### config.mk
export PLATFORM = sky130hd
export DESIGN_NAME = z80_debug_uart
export DESIGN_NICKNAME = d
export VERILOG_FILES = /design/src/rtl/z80_debug_uart_pkg.sv /design/src/rtl/z80_debug_uart_sync_fifo.sv /design/src/rtl/z80_debug_uart.sv
export SDC_FILE = /design/constraint.sdc
export NUM_CORES = 1
export LEC_CHECK = 0
export CORE_ASPECT_RATIO = 2
export CORE_UTILIZATION = 60
export CTS_CLUSTER_DIAMETER = 30
export DETAILED_ROUTE_END_ITERATION = 12
export PLACE_DENSITY_LB_ADDON = 0.12
export SLEW_MARGIN = 40
export SYNTH_ARGS = -nofsm -noshare
export SYNTH_HDL_FRONTEND = slang
export SYNTH_HIERARCHICAL = 1
export SYNTH_SLANG_ARGS = --single-unit
### constraint.sdc
create_clock -name clk -period 4.8 [get_ports clk]
set_input_delay 0.72 -clock clk [delete_from_list [all_inputs] [get_ports clk]]
set_output_delay 0.72 -clock clk [all_outputs]
set_load 0.02 [all_outputs]
### src/rtl/z80_debug_uart_pkg.sv
// Shared types for the Z80 debug UART: TX FSM states,
// status-byte bit positions, default port and level helper.
package z80_debug_uart_pkg;

  typedef enum logic [1:0] {
    ST_IDLE  = 2'd0,
    ST_START = 2'd1,
    ST_DATA  = 2'd2,
    ST_STOP  = 2'd3
  } tx_state_t;

  localparam logic [7:0] DEFAULT_PORT_ADDR = 8'h01;

  localparam int STS_EMPTY = 4;
  localparam int STS_FULL  = 5;
  localparam int STS_OVF   = 6;
  localparam int STS_BUSY  = 7;

  // 4-bit status level field, saturating at 15
  function automatic logic [3:0] sat_level(
    input logic [31:0] lvl
  );
    return (lvl > 32'd15) ? 4'hf : lvl[3:0];
  endfunction

endpackage

### src/rtl/z80_debug_uart_sync_fifo.sv
// sync_fifo: single-clock FIFO, pointers one bit wider than the address.
// Ports: push/din in, pop/dout out (show-ahead), full, empty, level.
module sync_fifo
  import z80_debug_uart_pkg::*;
#(
  parameter int DW = 8,
  parameter int AW = 4
) (
  input  logic          clk,
  input  logic          reset_n,
  input  logic          push,
  input  logic [DW-1:0] din,
  input  logic          pop,
  output logic [DW-1:0] dout,
  output logic          full,
  output logic          empty,
  output logic [AW:0]   level
);

  logic [DW-1:0] mem [2**AW];
  logic [AW:0]   wr_ptr;
  logic [AW:0]   rd_ptr;
  logic          do_push;
  logic          do_pop;

  assign empty = (wr_ptr == rd_ptr);
  assign full  = (wr_ptr[AW] != rd_ptr[AW]) &&
                 (wr_ptr[AW-1:0] == rd_ptr[AW-1:0]);
  assign level = wr_ptr - rd_ptr;
  assign dout  = mem[rd_ptr[AW-1:0]];

  // a full FIFO still takes a byte when one leaves this cycle
  assign do_pop  = pop & ~empty;
  assign do_push = push & (~full | do_pop);

  always_ff @(posedge clk or negedge reset_n) begin
    if (!reset_n) begin
      wr_ptr <= '0;
      rd_ptr <= '0;
    end else begin
      if (do_push) wr_ptr <= wr_ptr + 1'b1;
      if (do_pop)  rd_ptr <= rd_ptr + 1'b1;
    end
  end

  always_ff @(posedge clk) begin
    if (do_push) mem[wr_ptr[AW-1:0]] <= din;
  end

endmodule

### src/rtl/z80_debug_uart.sv
// Z80 debug UART: OUT to PORT_ADDR queues a byte, sent as 8N1 on tx.
// Ports: Z80 bus in, tx/tx_busy/overflow out, rd_data/rd_oe status read.
// Macro Z80_DEBUG_UART_STATUS_RD_EN enables the IN (PORT_ADDR+1) status.
module z80_debug_uart
  import z80_debug_uart_pkg::*;
#(
  parameter logic [7:0] PORT_ADDR    = DEFAULT_PORT_ADDR,
  parameter int         CLKS_PER_BIT = 16,
  parameter int         FIFO_AW      = 4
) (
  input  logic       clk,
  input  logic       reset_n,
  input  logic [7:0] addr,
  input  logic [7:0] wr_data,
  input  logic       iorq_n,
  input  logic       wr_n,
  input  logic       rd_n,
  output logic [7:0] rd_data,
  output logic       rd_oe,
  output logic       tx,
  output logic       tx_busy,
  output logic       overflow
);

  localparam int BW = (CLKS_PER_BIT > 2) ? $clog2(CLKS_PER_BIT) : 1;
  localparam logic [BW-1:0] BAUD_LAST = BW'(CLKS_PER_BIT - 1);

  tx_state_t      state;
  logic [BW-1:0]  baud_cnt;
  logic [2:0]     bit_cnt;
  logic [7:0]     shreg;
  logic           wr_hit;
  logic           wr_hit_q;
  logic           push;
  logic           pop;
  logic           drop;
  logic           last_tick;
  logic [7:0]     fifo_dout;
  logic           full;
  logic           empty;
  logic [FIFO_AW:0] fifo_level;

  // one push per OUT, however long the strobe is held
  assign wr_hit = ~iorq_n & ~wr_n & (addr == PORT_ADDR);
  assign push   = wr_hit & ~wr_hit_q;

  assign last_tick = (baud_cnt == BAUD_LAST);
  assign pop = ~empty &
               ((state == ST_IDLE) |
                ((state == ST_STOP) & last_tick));
  assign drop = push & full & ~pop;

  assign tx_busy = (state != ST_IDLE) | ~empty;

  sync_fifo #(
    .DW (8),
    .AW (FIFO_AW)
  ) u_fifo (
    .clk     (clk),
    .reset_n (reset_n),
    .push    (push),
    .din     (wr_data),
    .pop     (pop),
    .dout    (fifo_dout),
    .full    (full),
    .empty   (empty),
    .level   (fifo_level)
  );

  always_ff @(posedge clk or negedge reset_n) begin
    if (!reset_n) wr_hit_q <= 1'b0;
    else          wr_hit_q <= wr_hit;
  end

  // tx is registered from the state one cycle behind, uniformly,
  // so every bit keeps exactly CLKS_PER_BIT cycles
  always_ff @(posedge clk or negedge reset_n) begin
    if (!reset_n) begin
      state    <= ST_IDLE;
      baud_cnt <= '0;
      bit_cnt  <= '0;
      shreg    <= '0;
      tx       <= 1'b1;
    end else begin
      tx <= (state == ST_START) ? 1'b0 :
            (state == ST_DATA)  ? shreg[0] : 1'b1;
      unique case (state)
        ST_IDLE: begin
          baud_cnt <= '0;
          if (!empty) begin
            shreg <= fifo_dout;
            state <= ST_START;
          end
        end
        ST_START: begin
          if (last_tick) begin
            baud_cnt <= '0;
            bit_cnt  <= '0;
            state    <= ST_DATA;
          end else begin
            baud_cnt <= baud_cnt + BW'(1);
          end
        end
        ST_DATA: begin
          if (last_tick) begin
            baud_cnt <= '0;
            shreg    <= {1'b0, shreg[7:1]};
            bit_cnt  <= bit_cnt + 3'd1;
            if (bit_cnt == 3'd7) state <= ST_STOP;
          end else begin
            baud_cnt <= baud_cnt + BW'(1);
          end
        end
        ST_STOP: begin
          if (last_tick) begin
            baud_cnt <= '0;
            if (!empty) begin
              shreg <= fifo_dout;
              state <= ST_START;
            end else begin
              state <= ST_IDLE;
            end
          end else begin
            baud_cnt <= baud_cnt + BW'(1);
          end
        end
        default: state <= ST_IDLE;
      endcase
    end
  end

`ifdef Z80_DEBUG_UART_STATUS_RD_EN
  logic rd_hit;
  logic rd_hit_q;

  assign rd_hit = ~iorq_n & ~rd_n & (addr == PORT_ADDR + 8'd1);
  assign rd_oe  = rd_hit;

  always_comb begin
    rd_data = 8'h00;
    if (rd_hit) begin
      rd_data[STS_BUSY]  = tx_busy;
      rd_data[STS_OVF]   = overflow;
      rd_data[STS_FULL]  = full;
      rd_data[STS_EMPTY] = empty;
      rd_data[3:0]       = sat_level(32'(fifo_level));
    end
  end

  always_ff @(posedge clk or negedge reset_n) begin
    if (!reset_n) rd_hit_q <= 1'b0;
    else          rd_hit_q <= rd_hit;
  end

  // a drop in the same cycle as the read release keeps the flag
  always_ff @(posedge clk or negedge reset_n) begin
    if (!reset_n)                overflow <= 1'b0;
    else if (drop)               overflow <= 1'b1;
    else if (rd_hit_q & ~rd_hit) overflow <= 1'b0;
  end
`else
  logic unused_sts;

  assign unused_sts = ^{rd_n, fifo_level};
  assign rd_oe      = 1'b0;
  assign rd_data    = 8'h00;

  always_ff @(posedge clk or negedge reset_n) begin
    if (!reset_n)  overflow <= 1'b0;
    else if (drop) overflow <= 1'b1;
  end
`endif

endmodule

Run 1, wires at chosen ports, followed through buffers:
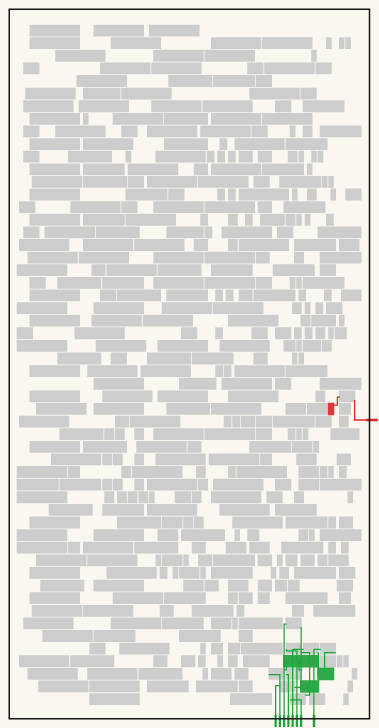
tx_busy -> red  # direction output, end cells 1, wire 9.90 µm
addr -> green  # direction input, end cells 3, wire 149 µm

Run 1, wire density map:
The die is cut into 15 by 31 equal tiles; black is low, pale yellow is high, scaled to the fullest tile. Values are wire area over tile area, all layers added.
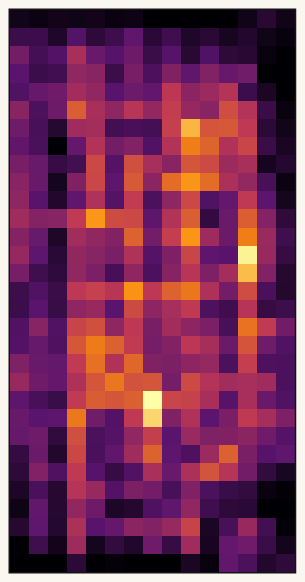
densest ninth of the die = center
mean over tiles = 0.17
nearly empty tiles = 4.9%
tiles over half the peak = 17%

==> out/results.ini, run 1 <==
[placed_design]
place.gp.congestion = 0.782
port-buffer-count = 22
dpl.cell_count = 545
place_area_mm2 = 0.00706
dpl_worst_slack_ns = 1.24
hpwl_um = 9110

[pwr]
switchingPower_mw = 0.581
seq-power_mw = 1.49
p_clk_mw = 1.27
sequentialPowerShare_pct = 52.9
cellInternalPower_mw = 2.23
p_clk_share_pct = 45.1
leakagePower_nw = 2.86
peakVddDrop_mv = 0.480
p_sw_share_pct = 20.7
design_power_total_mw = 2.81
maxPowerGroup = registers
powerComb_mw = 0.0539
combPwrFrac_pct = 1.9
p_per_area_mw_per_mm2 = 368

[final_layout]
most-common-layout-cells = edfxtp_1, dfrtp_1, mux2i_1
n_clock_buffer = 19
nMultiInputCombCells = 210
bufAreaShareNonClock_pct = 3.28
final_area_mm2 = 0.00762
sh_comb_area_pct = 26.2
inverters = 11
nNetsFinal = 463
clock_area_share_pct = 7.34
sh_seq_area_pct = 60.3
buffers_excl_clock = 26
layout-drive-gt1-share_pct = 11.0
n_fill_cell = 741
syn_to_final_growth_pct = 11.9
comb_area_mm2 = 0.00200
fin_cells = 577
lay_top_count = edfxtp_1
seq_area_mm2 = 0.00460
flop-count = 158
largest_cell_class = registers
largest_reg_flops = 128
antenna_cells = 0

[global_route]
grt_pass1_wl_um = 20000
busiest_layer = met2
antenna_found_initial = 0
grtUsageTotal_pct = 24.0
globalRouteMet3Util_pct = 4.79
grt_max_degree = 44
grtUsageMet2_pct = 46.9
met1_usage_pct = 22.3
first_global_vias = 3790
grt_overflow = 0

[synth]
syn_area_per_cell_um2 = 17.1
syn_area_mm2 = 0.00681
syn_inst = 398
yosysWarnings = 6

[floorplanning]
ios = 33
die_height_um = 153
fp.dieW_um = 77.3
nWellTaps = 140
dieArea_mm2 = 0.0118
rows = 54
fp-utilization_pct = 62.2

[critical_path]
crit_path_max_incr_delay_ns = 0.64
reg2regPathDepth = 7
critPathBufInv = 2
crit_end = tx_busy
critPathTopFamily = buffers and inverters
startpoint = u_fifo/rd_ptr[3]$_DFFE_PN0P_
r2r_slack_ns = 1.38
crit_path_end_kind = output port
cp-start-kind = flip-flop
r2r-end = u_fifo/mem[6][5]$_DFFE_PP_
critPathKind = reg -> out
cp.depth = 6
r2r-start = u_fifo/rd_ptr[3]$_DFFE_PN0P_
critPathMaxFanout = 11
slowest_stage = dfrtp_1
cp.arrival_ns = 2.88
cp_cell_sequence = inv_1 -> ha_1 -> and4_1 -> and2_1 -> nand2_1 -> clkdlybuf4s50_1
required_ns = 4.08

[cts]
hold_buffers = 0
root_buffer = clkbuf_16
clock_path_buffers = 2
htreeDepth = 4
cts_buffers = 17
clkTransAtPathRegs_ns = 0.06
cts_resized = 0
clock-sinks = 158
cts_tree = done
cts_setup_buffers = 0
worst_skew_pair.late_latency_ns = 0.42

[detailed_routing]
num_vias = 3527
drt.antenna.violating_nets = 0
first_pass_iters = 4
drc = 0
wl_met1_um = 4240
wl_met3_um = 327
route.met2.wl_um = 7800
drt_iter0_markers = 215
viasPerCell = 6.11
wire_per_inst_um = 22.2
drt-total-wl_um = 12800
route.top_layer_used = met4

[sta]
hold-worst-slack_ns = 0.471
finalHoldViolCount = 0
setup_slack_ns = 1.20
fin_crit_ns = 3.60
timing.fmax_mhz = 278
fin_skew_ns = 0.00969
finalCritPeriodShare_pct = 75.1
setup_viol = 0
worst_pin_slew_ns = 0.745
relSlewSlack_pct = 50.2
timing.final.max_slew_violations = 0
tns_ns = 0
rsz0062_at_grt = no

[flow_run]
drv_cap = 0
warnings = 39

[min_path]
hold_path_class = reg -> reg
holdPathStages = 1
hp-start = overflow$_DFFE_PN0P_
hold_end = overflow$_DFFE_PN0P_

[status]
status = finished clean

Run 1, met3 routing:
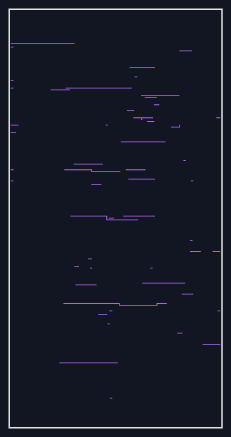
nets with wire on the layer = 33
main direction = horizontal
longest straight run = 23.9 µm
wire length on this layer = 328 µm
share of all routed wire = 2.6%

Run 1, cell outlines without signal wires:
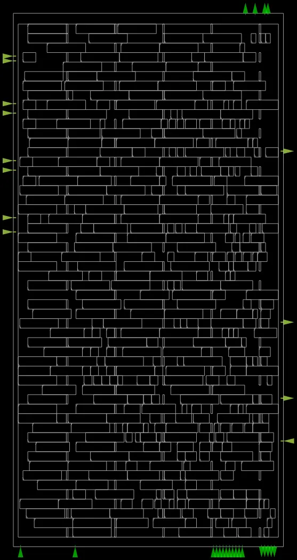
utilization after layout: 69.7%
Core ar.: 0.0109 mm²

==> inputs of run 2 (changes only) <==
==> constraint.sdc (replaced) <==
create_clock -name clk -period 3.4 [get_ports clk]
set_input_delay 0.51 -clock clk [delete_from_list [all_inputs] [get_ports clk]]
set_output_delay 0.51 -clock clk [all_outputs]
set_load 0.02 [all_outputs]
==> run 2 against run 1 <==
Net effect: clock power increased by about 50%; critical path depth is the same; total power is 46% higher; sequential cell count stayed put; setup slack worse by 0.83 ns; clock skew decreased by 0.0027 ns; sequential share of layout area shrank 1.5 points; combinational power grew 44%; cell count grew 2.8%; synthesized area did not move; critical endpoint unchanged; largest power group unchanged.
==> out/results.ini, run 2 <==
[status]
status = finished clean  ; unchanged

[global_route]
grt_overflow = 0  ; unchanged
busiest_layer = met2  ; unchanged
grtUsageMet2_pct = 44.5  ; was 46.9%
globalRouteMet3Util_pct = 4.49  ; was 4.79%
grtUsageTotal_pct = 24.2  ; was 24.0%
grt_pass1_wl_um = 20400  ; was 20000 µm
antenna_found_initial = 0  ; unchanged
grt_max_degree = 44  ; unchanged
met1_usage_pct = 26.9  ; was 22.3%
first_global_vias = 3768  ; was 3790

[pwr]
combPwrFrac_pct = 1.9  ; about the same
leakagePower_nw = 2.99  ; was 2.86 nW
design_power_total_mw = 4.09  ; was 2.81 mW
p_sw_share_pct = 22.1  ; was 20.7%
sequentialPowerShare_pct = 51.3  ; was 52.9%
powerComb_mw = 0.0776  ; was 0.0539 mW
p_per_area_mw_per_mm2 = 523  ; was 368 mW/mm²
p_clk_share_pct = 46.8  ; was 45.1%
p_clk_mw = 1.91  ; was 1.27 mW
cellInternalPower_mw = 3.18  ; was 2.23 mW
maxPowerGroup = registers  ; unchanged
switchingPower_mw = 0.905  ; was 0.581 mW

[sta]
fin_skew_ns = 0.00698  ; was 0.00969 ns
hold-worst-slack_ns = 0.456  ; was 0.471 ns
finalCritPeriodShare_pct = 89.3
setup_viol = 0  ; unchanged
timing.fmax_mhz = 329
fin_crit_ns = 3.04
timing.final.max_slew_violations = 0  ; unchanged
tns_ns = 0  ; unchanged
rsz0062_at_grt = no  ; unchanged
finalHoldViolCount = 0  ; unchanged
worst_pin_slew_ns = 0.744  ; was 0.745 ns

[critical_path]
cp.arrival_ns = 2.53  ; was 2.88 ns
critPathTopFamily = buffers and inverters  ; unchanged
slowest_stage = clkdlybuf4s50_1  ; was dfrtp_1
cp-start-kind = flip-flop  ; unchanged
cp.depth = 6  ; unchanged
critPathMaxFanout = 9  ; was 11
r2r_slack_ns = 0.61  ; was 1.38 ns
reg2regPathDepth = 8  ; was 7
crit_path_end_kind = output port  ; unchanged
r2r-end = u_fifo/mem[5][3]$_DFFE_PP_  ; was u_fifo/mem[6][5]$_DFFE_PP_
critPathBufInv = 2  ; unchanged
r2r-start = u_fifo/wr_ptr[0]$_DFFE_PN0P_  ; was u_fifo/rd_ptr[3]$_DFFE_PN0P_
crit_path_max_incr_delay_ns = 0.59  ; was 0.64 ns
required_ns = 2.89  ; was 4.08 ns
crit_end = tx_busy  ; unchanged
startpoint = u_fifo/wr_ptr[0]$_DFFE_PN0P_  ; was u_fifo/rd_ptr[3]$_DFFE_PN0P_
critPathKind = reg -> out  ; unchanged

[floorplanning]
die_height_um = 153  ; unchanged
core_mm2 = 0.0109  ; unchanged
dieArea_mm2 = 0.0118  ; unchanged
fp.dieW_um = 77.3  ; unchanged
ios = 33  ; unchanged
nWellTaps = 140  ; unchanged
fp-utilization_pct = 62.2  ; unchanged
rows = 54  ; unchanged

[final_layout]
n_fill_cell = 712  ; was 741
bufAreaShareNonClock_pct = 4.90  ; was 3.28%
comb_area_mm2 = 0.00200  ; unchanged
lay_top_count = edfxtp_1  ; unchanged
most-common-layout-cells = edfxtp_1, dfrtp_1, mux2i_1  ; unchanged
sh_comb_area_pct = 25.6  ; was 26.2%
fin_cells = 593  ; was 577
nMultiInputCombCells = 210  ; unchanged
buffers_excl_clock = 42  ; was 26
largest_reg_flops = 128  ; unchanged
inverters = 11  ; unchanged
final_area_mm2 = 0.00782  ; was 0.00762 mm²
syn_to_final_growth_pct = 14.8  ; was 11.9%
flop-count = 158  ; unchanged
nNetsFinal = 479  ; was 463
layout-drive-gt1-share_pct = 14.6  ; was 11.0%
antenna_cells = 0  ; unchanged

[detailed_routing]
drt_iter0_markers = 218  ; was 215
drc = 0  ; unchanged
first_pass_iters = 4  ; unchanged
wl_met1_um = 4950  ; was 4240 µm
viasPerCell = 6.11  ; about the same
route.top_layer_used = met4  ; unchanged
drt.antenna.violating_nets = 0  ; unchanged
wl_met3_um = 521  ; was 327 µm

[synth]
syn_area_mm2 = 0.00681  ; unchanged
syn_inst = 398  ; unchanged
syn_area_per_cell_um2 = 17.1  ; unchanged
yosysWarnings = 6  ; unchanged

[min_path]
hp-start = overflow$_DFFE_PN0P_  ; unchanged
holdPathStages = 1  ; unchanged
hold_end = overflow$_DFFE_PN0P_  ; unchanged

[cts]
cts_resized = 0  ; unchanged
clkTransAtPathRegs_ns = 0.06  ; about the same
hold_buffers = 0  ; unchanged
htreeDepth = 4  ; unchanged
clock_path_buffers = 2  ; unchanged
root_buffer = clkbuf_16  ; unchanged
clock-sinks = 158  ; unchanged
worst_skew_pair.late_latency_ns = 0.42  ; about the same
cts_buffers = 17  ; unchanged
cts_setup_buffers = 0  ; unchanged

[placed_design]
port-buffer-count = 22  ; unchanged
place_area_mm2 = 0.00720  ; was 0.00706 mm²
place.gp.congestion = 0.775  ; was 0.782
dpl.cell_count = 561  ; was 545

[flow_run]
warnings = 39  ; unchanged
drv_cap = 0  ; unchanged

Run 2, sequential cells grouped by signal name:
Other sequential cells in the stronger gray, the rest of the logic in the fainter gray.
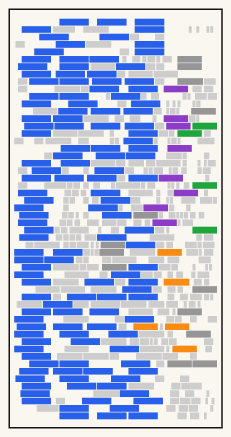
shreg -> purple  # sequential cells 8
u_fifo/rd_ptr -> orange  # sequential cells 5, where south-east
u_fifo/mem -> blue  # sequential cells 128
baud_cnt -> green  # sequential cells 4
not colored = 13
utilization after layout: 71.4%
P_seq: 2.10 mW
Flop area: 0.00460 mm²
sequential share of cell area: 58.8%

Run 2, wire density map:
The die is cut into 15 by 31 equal tiles; black is low, pale yellow is high, scaled to the fullest tile. Values are wire area over tile area, all layers added.
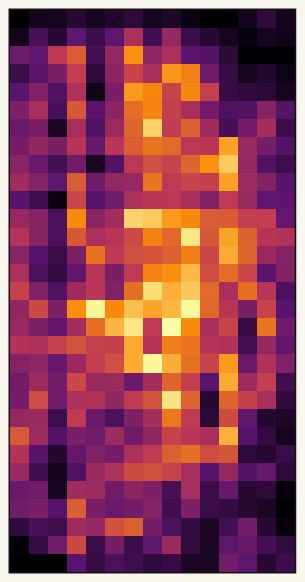
mean over tiles = 0.18
fullest tile = 0.46
nearly empty tiles = 3.0%
routed vias: 3626
wire per inst: 22.6 µm

No activity file was given, so power comes from the tool's default toggle rates.
